==> run_1/port_trees.png <==
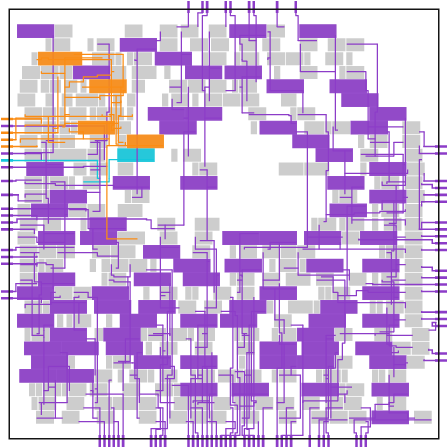
==> run_1/pinout.png <==
Pins as bars across the die edge, other pins in gray.
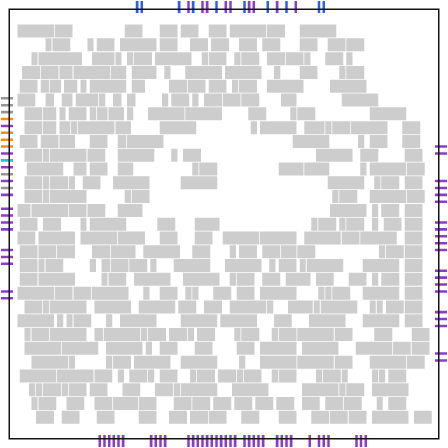
==> run_1/layers.png <==
Bar = 20 um.
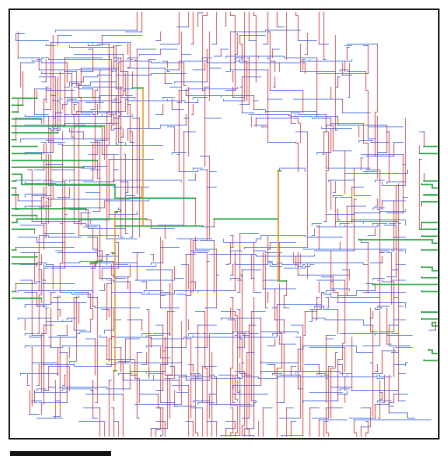
==> run_1/placed.png <==
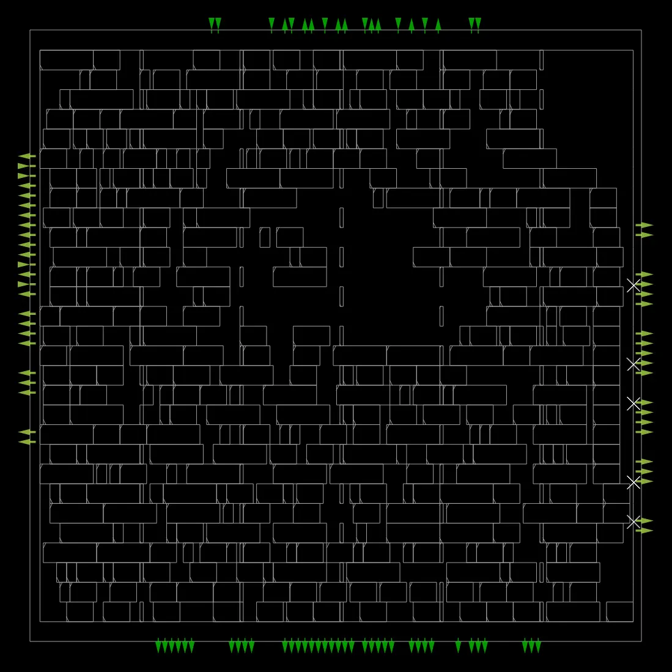
==> config.mk <==
export PLATFORM = sky130hd
export DESIGN_NAME = fir_tap_delay_line
export DESIGN_NICKNAME = d
export VERILOG_FILES = /design/src/rtl/fir_pkg.sv /design/src/rtl/fir_tap_reg.sv /design/src/rtl/fir_tap_delay_line.sv
export SDC_FILE = /design/constraint.sdc
export NUM_CORES = 1
export LEC_CHECK = 0
export CAP_MARGIN = 15
export CORE_UTILIZATION = 46
export DETAILED_ROUTE_END_ITERATION = 12
export PLACE_DENSITY = 0.84
export SLEW_MARGIN = 0
export SYNTH_ARGS = -nofsm -noshare
export SYNTH_HDL_FRONTEND = slang
export SYNTH_HIERARCHICAL = 1
export SYNTH_SLANG_ARGS = --single-unit
==> constraint.sdc <==
create_clock -name clk -period 2.1 [get_ports clk]
set_input_delay 0.315 -clock clk [delete_from_list [all_inputs] [get_ports clk]]
set_output_delay 0.315 -clock clk [all_outputs]
set_load 0.005 [all_outputs]
==> src/rtl/fir_pkg.sv <==
// Shared FIR delay-line parameters and helpers.
// Default sample width/depth and the fill-count width used on ports.
package fir_pkg;

  localparam int FIR_DATA_W = 10;
  localparam int FIR_TAPS   = 8;

  function automatic int fill_w(input int taps);
    return $clog2(taps + 1);
  endfunction

endpackage

==> src/rtl/fir_tap_reg.sv <==
// One delay-line stage: loads d_i when enabled, clears synchronously.
// Clear has priority over load.
module fir_tap_reg
  import fir_pkg::*;
#(
  parameter int WIDTH = FIR_DATA_W
) (
  input  logic             clk,
  input  logic             clr_i,
  input  logic             en_i,
  input  logic [WIDTH-1:0] d_i,
  output logic [WIDTH-1:0] q_o
);

  logic [WIDTH-1:0] q_q;
  logic [WIDTH-1:0] q_d;

  always_comb begin
    q_d = q_q;
    if (clr_i) begin
      q_d = '0;
    end else if (en_i) begin
      q_d = d_i;
    end
  end

  always_ff @(posedge clk) begin
    q_q <= q_d;
  end

  assign q_o = q_q;

endmodule

==> src/rtl/fir_tap_delay_line.sv <==
// Qualified-shift FIR sample delay line with flush, fill tracking
// and a registered window-valid strobe for the MAC stage.
module fir_tap_delay_line
  import fir_pkg::*;
#(
  parameter int WIDTH = FIR_DATA_W,
  parameter int TAPS  = FIR_TAPS
) (
  input  logic                      clk,
  input  logic                      rst,
  input  logic                      in_valid,
  input  logic [WIDTH-1:0]          in_data,
  input  logic                      flush,
  output logic [WIDTH*TAPS-1:0]     taps_out,
  output logic [fill_w(TAPS)-1:0]   fill_count,
  output logic                      win_full,
  output logic                      out_valid
);

  localparam int FW = fill_w(TAPS);
  localparam logic [FW-1:0] FULL = FW'(TAPS);
  localparam logic [FW-1:0] ONE  = FW'(1);

  logic [WIDTH-1:0] tap_q [TAPS];

  // Head stage: flush+valid reloads with the new sample instead of clearing.
  for (genvar k = 0; k < TAPS; k++) begin : g_tap
    if (k == 0) begin : g_head
      fir_tap_reg #(.WIDTH(WIDTH)) u_reg (
        .clk   (clk),
        .clr_i (rst | (flush & ~in_valid)),
        .en_i  (in_valid),
        .d_i   (in_data),
        .q_o   (tap_q[k])
      );
    end else begin : g_body
      fir_tap_reg #(.WIDTH(WIDTH)) u_reg (
        .clk   (clk),
        .clr_i (rst | flush),
        .en_i  (in_valid),
        .d_i   (tap_q[k-1]),
        .q_o   (tap_q[k])
      );
    end
    assign taps_out[k*WIDTH +: WIDTH] = tap_q[k];
  end

  logic [FW-1:0] fill_q;
  logic [FW-1:0] fill_d;
  logic          ov_q;
  logic          ov_d;

  always_comb begin
    fill_d = fill_q;
    ov_d   = 1'b0;
    if (flush) begin
      fill_d = in_valid ? ONE : '0;
      ov_d   = in_valid && (FULL == ONE);
    end else if (in_valid) begin
      fill_d = (fill_q == FULL) ? FULL : fill_q + ONE;
      ov_d   = (fill_d == FULL);
    end
  end

  always_ff @(posedge clk) begin
    if (rst) begin
      fill_q <= '0;
      ov_q   <= 1'b0;
    end else begin
      fill_q <= fill_d;
      ov_q   <= ov_d;
    end
  end

  assign fill_count = fill_q;
  assign win_full   = (fill_q == FULL);
  assign out_valid  = ov_q;

endmodule

==> out/metrics.json, run 1 <==
{
  "min-delay-start": {"value": "in_valid"},
  "worst_skew_pair.late_latency": {"value": 0.34, "unit": "ns"},
  "dominant_power_group": {"value": "sequential cells"},
  "seq-cell-share": {"value": 39.7, "unit": "%"},
  "first_global_vias": {"value": 2166},
  "floorplan.die.height": {"value": 84.4, "unit": "um"},
  "yosys.area.top_type_share": {"value": 54.5, "unit": "%"},
  "share_clk_of_total_power": {"value": 36.2, "unit": "%"},
  "crit_chain": {"value": "inv_1 -> ha_1 -> nand2_2 -> nor2_1 -> clkdlybuf4s50_1"},
  "synthTopCellsByCount": {"value": "dfxtp_1 (85), nor2_1 (83), mux2i_1 (81)"},
  "met3RoutedLength": {"value": 312, "unit": "um"},
  "p_leak": {"value": 1.72, "unit": "nW"},
  "placer_congestion": {"value": 0.750},
  "worst_setup_hold_path_clk_slew": {"value": 0.09, "unit": "ns"},
  "power.total": {"value": 0.00287, "unit": "W"},
  "core_area": {"value": 6460, "unit": "um^2"},
  "comb_area": {"value": 1270, "unit": "um^2"},
  "comb-power": {"value": 0.000189, "unit": "W"},
  "synthesis.area": {"value": 3120, "unit": "um^2"},
  "cp_slowest_stage_delay": {"value": 0.51, "unit": "ns"},
  "netSwitchingPower": {"value": 0.000698, "unit": "W"},
  "syn-instance-count": {"value": 291},
  "nFillCells": {"value": 532},
  "warning_count": {"value": 27},
  "nNonClkBuffers": {"value": 102},
  "routedWlPerCell": {"value": 13.3, "unit": "um"},
  "outcome": {"value": "complete, but fails checks"},
  "share_of_synthesized_area_spent_on_multiplexers": {"value": 26.0, "unit": "%"},
  "vias_per_cell": {"value": 4.90},
  "cp_top_family": {"value": "buffers and inverters"},
  "regToRegStartpoint": {"value": "fill_count[1]"},
  "synth-async-reset-ratio": {"value": 0, "unit": "%"},
  "ctsLongestPathBuffers": {"value": 2},
  "clock_tree.htree_level_count": {"value": 3},
  "grt_pass1_wl": {"value": 10.3, "unit": "mm"},
  "cellPowerDensity": {"value": 668, "unit": "nW/um^2"},
  "final.min_clock_period": {"value": 1.99, "unit": "ns"},
  "yosysSeqAreaShare": {"value": 54.5, "unit": "%"},
  "cts_setup_buffers": {"value": 0},
  "synth.net_count": {"value": 307},
  "postLayoutCellArea": {"value": 4290, "unit": "um^2"},
  "drv.max_cap_violation_count": {"value": 0},
  "crit_path_max_fanout": {"value": 8},
  "crit_buf_inv": {"value": 2},
  "final_max_slew_viol_count": {"value": 0},
  "grt_util_met3": {"value": 4.92, "unit": "%"},
  "violations": {"value": "design-rule violations"},
  "adder_share": {"value": 0.801, "unit": "%"},
  "synth.distinct_cells": {"value": 23},
  "die_x": {"value": 84.4, "unit": "um"},
  "finalHoldViolations": {"value": 0},
  "drt_antenna_net_count": {"value": 0},
  "non_clock_buffers_area_share": {"value": 23.8, "unit": "%"},
  "setup_viol_count_final": {"value": 0},
  "num-nonclk-inverters": {"value": 4},
  "p_seq_share": {"value": 57.2, "unit": "%"},
  "antenna_found_initial": {"value": 0},
  "p_int": {"value": 0.00217, "unit": "W"},
  "clock_tree_from_tritoncts": {"value": "done"},
  "remaining_drc_errors": {"value": 10},
  "postRouteWirelength": {"value": 6.21, "unit": "mm"},
  "largest_register_ffs": {"value": 70},
  "ys_dominant_reg_cell": {"value": "dfxtp_1"},
  "grt_start_max_net_pins": {"value": 74},
  "grtUsageMet1": {"value": 21.3, "unit": "%"},
  "path_depth": {"value": 5},
  "maxClockFrequency": {"value": 503, "unit": "MHz"},
  "netlist.top_cell.by_instances": {"value": "dfxtp_1"},
  "wirelength_met1": {"value": 2.65, "unit": "mm"},
  "route.top_layer_used": {"value": "met4"},
  "max-vdd-ir-drop": {"value": 0.000455, "unit": "V"}
}
Notes on port_trees.png above:
Key: purple = `taps_out` [bits 80, direction output, edge 37 bottom, 20 right, 14 left, 9 top, end cells 80, buffers 80, wire 2610 um]; orange = `fill_count` [bits 4, direction output, edge left, end cells 4, buffers 4, wire 293 um]; cyan = `out_valid` [bits 1, direction output, edge left, end cells 1, buffers 1, wire 39.0 um]
I/O pin count: 100
# port buffers: 99

Notes on pinout.png above:
Key: cyan = `out_valid` [pins 1, direction output, edge left]; blue = `in_data` [pins 10, direction input, edge top]; orange = `fill_count` [pins 4, direction output, edge left]; purple = `taps_out` [pins 80, direction output, edge 37 bottom, 20 right, 14 left, 9 top]
All pins by edge: 37 bottom, 24 left, 20 right, 19 top.

Notes on layers.png above:
Key: green = M3 [wire length 313 um]; blue = M1 [wire length 2650 um]; orange = M4 [wire length 80.2 um]; red = M2 [wire length 3160 um]

Notes on placed.png above:
row count: 29
sequential cell count of the final layout: 85
utilization after layout: 66.5%
Cell Count, Final, Fillers Out: 468

--- run 2 (diff from run 1) ---
--- a/config.mk
+++ b/config.mk
@@ -7,6 +7,7 @@
 export LEC_CHECK = 0
 export CAP_MARGIN = 15
 export CORE_UTILIZATION = 46
+export CTS_CLUSTER_DIAMETER = 150
 export DETAILED_ROUTE_END_ITERATION = 12
 export PLACE_DENSITY = 0.84
 export SLEW_MARGIN = 0
==> run_2/clock_wires.png <==
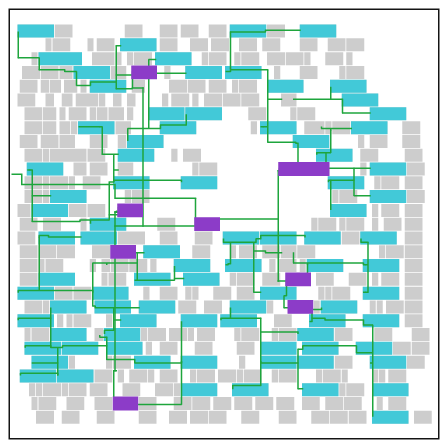
Key: purple = clock-net drivers [count 9]; cyan = flip-flops [count 85]; green = clock wires [length 855 um]
Position of the flops: spread over the die. There are 10 routed clock nets.

==> out/metrics.json, run 2 <==
{
  "io_buffers": {"value": 99, "change": "unchanged"},
  "top_level_ports": {"value": 100, "change": "unchanged"},
  "power.total": {"value": 0.00287, "unit": "W", "change": "unchanged"},
  "path_depth": {"value": 5, "change": "unchanged"},
  "cellPowerDensity": {"value": 668, "unit": "nW/um^2", "change": "unchanged"},
  "cts_setup_buffers": {"value": 0, "change": "unchanged"},
  "routedWlPerCell": {"value": 13.3, "unit": "um", "change": "unchanged"},
  "crit_path_max_fanout": {"value": 8, "change": "unchanged"},
  "syn-instance-count": {"value": 291, "change": "unchanged"},
  "floorplan.die.height": {"value": 84.4, "unit": "um", "change": "unchanged"},
  "worst_skew_pair.late_latency": {"value": 0.34, "unit": "ns", "change": "about the same"},
  "power.clock.total": {"value": 0.00104, "unit": "W"},
  "non_clock_buffers_area_share": {"value": 23.8, "unit": "%", "change": "unchanged"},
  "p_leak": {"value": 1.72, "unit": "nW", "change": "unchanged"},
  "postRouteWirelength": {"value": 6.21, "unit": "mm", "change": "unchanged"},
  "antenna_found_initial": {"value": 0, "change": "unchanged"},
  "drv.max_cap_violation_count": {"value": 0, "change": "unchanged"},
  "cp_slowest_stage_delay": {"value": 0.51, "unit": "ns", "change": "about the same"},
  "n_sequential_cell": {"value": 85, "change": "unchanged"},
  "comb_area": {"value": 1270, "unit": "um^2", "change": "unchanged"},
  "p_seq_share": {"value": 57.2, "unit": "%", "change": "about the same"},
  "placer_congestion": {"value": 0.750, "change": "unchanged"},
  "first_global_vias": {"value": 2166, "change": "unchanged"},
  "ctsLongestPathBuffers": {"value": 2, "change": "unchanged"},
  "syn2layout_area_growth": {"value": 37.5, "unit": "%"},
  "final.min_clock_period": {"value": 1.99, "unit": "ns", "change": "unchanged"},
  "route.top_layer_used": {"value": "met4"},
  "vias_per_cell": {"value": 4.90, "change": "unchanged"},
  "grt_util_met3": {"value": 4.92, "unit": "%", "change": "unchanged"},
  "wirelength_met1": {"value": 2.65, "unit": "mm", "change": "unchanged"},
  "warning_count": {"value": 27, "change": "unchanged"},
  "final_max_slew_viol_count": {"value": 0, "change": "unchanged"},
  "synth-async-reset-ratio": {"value": 0, "unit": "%", "change": "unchanged"},
  "die_x": {"value": 84.4, "unit": "um", "change": "unchanged"},
  "share_clk_of_total_power": {"value": 36.2, "unit": "%", "change": "about the same"},
  "share_of_synthesized_area_spent_on_multiplexers": {"value": 26.0, "unit": "%", "change": "unchanged"},
  "yosys.area.top_type_share": {"value": 54.5, "unit": "%", "change": "unchanged"},
  "comb_share": {"value": 29.7, "unit": "%"},
  "finalHoldViolations": {"value": 0, "change": "unchanged"},
  "largest_register_ffs": {"value": 70, "change": "unchanged"},
  "regToRegStartpoint": {"value": "fill_count[1]"},
  "synth.distinct_cells": {"value": 23, "change": "unchanged"},
  "grtUsageMet1": {"value": 21.3, "unit": "%", "change": "unchanged"},
  "drt_antenna_net_count": {"value": 0, "change": "unchanged"},
  "register_area": {"value": 1710, "unit": "um^2"},
  "final_util": {"value": 66.5, "unit": "%", "change": "unchanged"},
  "num-nonclk-inverters": {"value": 4, "change": "unchanged"},
  "nFillCells": {"value": 532, "change": "unchanged"},
  "grt_setup_unrepaired": {"value": "no"},
  "remaining_drc_errors": {"value": 10, "change": "unchanged"},
  "yosysSeqAreaShare": {"value": 54.5, "unit": "%", "change": "unchanged"},
  "grt_pass1_wl": {"value": 10.3, "unit": "mm", "change": "unchanged"},
  "pg_seq": {"value": 0.00164, "unit": "W"},
  "final-clk-cell-share": {"value": 4.17, "unit": "%"},
  "ys_dominant_reg_cell": {"value": "dfxtp_1"},
  "synth.net_count": {"value": 307, "change": "unchanged"},
  "dominant_cells": {"value": "flip-flops and latches"},
  "max-vdd-ir-drop": {"value": 0.000455, "unit": "V", "change": "unchanged"},
  "postLayoutCellArea": {"value": 4290, "unit": "um^2", "change": "unchanged"},
  "synthTopCellsByCount": {"value": "dfxtp_1 (85), nor2_1 (83), mux2i_1 (81)"},
  "netlist.top_cell.by_instances": {"value": "dfxtp_1"},
  "met3RoutedLength": {"value": 312, "unit": "um", "change": "unchanged"},
  "crit_chain": {"value": "inv_1 -> ha_1 -> nand2_2 -> nor2_1 -> clkdlybuf4s50_1"},
  "floorplan.rows": {"value": 29, "change": "unchanged"},
  "setup_viol_count_final": {"value": 0, "change": "unchanged"},
  "maxClockFrequency": {"value": 503, "unit": "MHz", "change": "unchanged"},
  "crit_buf_inv": {"value": 2, "change": "unchanged"},
  "adder_share": {"value": 0.801, "unit": "%", "change": "unchanged"},
  "nNonClkBuffers": {"value": 102, "change": "unchanged"},
  "cell_count_final_fillers_out": {"value": 468, "change": "unchanged"},
  "comb-power": {"value": 0.000189, "unit": "W", "change": "about the same"},
  "p_int": {"value": 0.00217, "unit": "W", "change": "unchanged"},
  "seq-cell-share": {"value": 39.7, "unit": "%", "change": "unchanged"},
  "clock_tree_from_tritoncts": {"value": "done"},
  "clock_tree.htree_level_count": {"value": 3, "change": "unchanged"},
  "synthesis.area": {"value": 3120, "unit": "um^2", "change": "unchanged"},
  "netSwitchingPower": {"value": 0.000698, "unit": "W", "change": "unchanged"},
  "outcome": {"value": "complete, but fails checks"},
  "worst_setup_hold_path_clk_slew": {"value": 0.09, "unit": "ns", "change": "about the same"},
  "dominant_power_group": {"value": "sequential cells"},
  "violations": {"value": "design-rule violations"}
}
==> run_2/placed.png <==
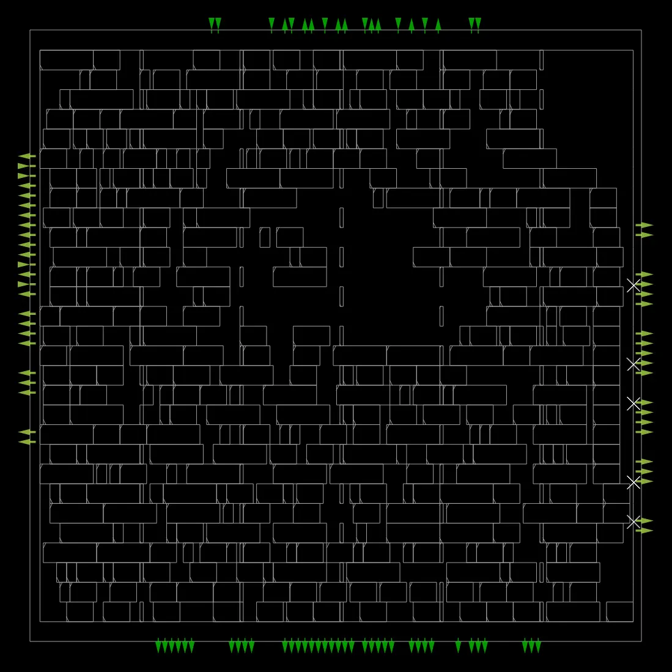
core footprint: 6460 um^2
total number of tap cells: 77

Power figures rest on the tool's default switching activity, not on a simulated workload.
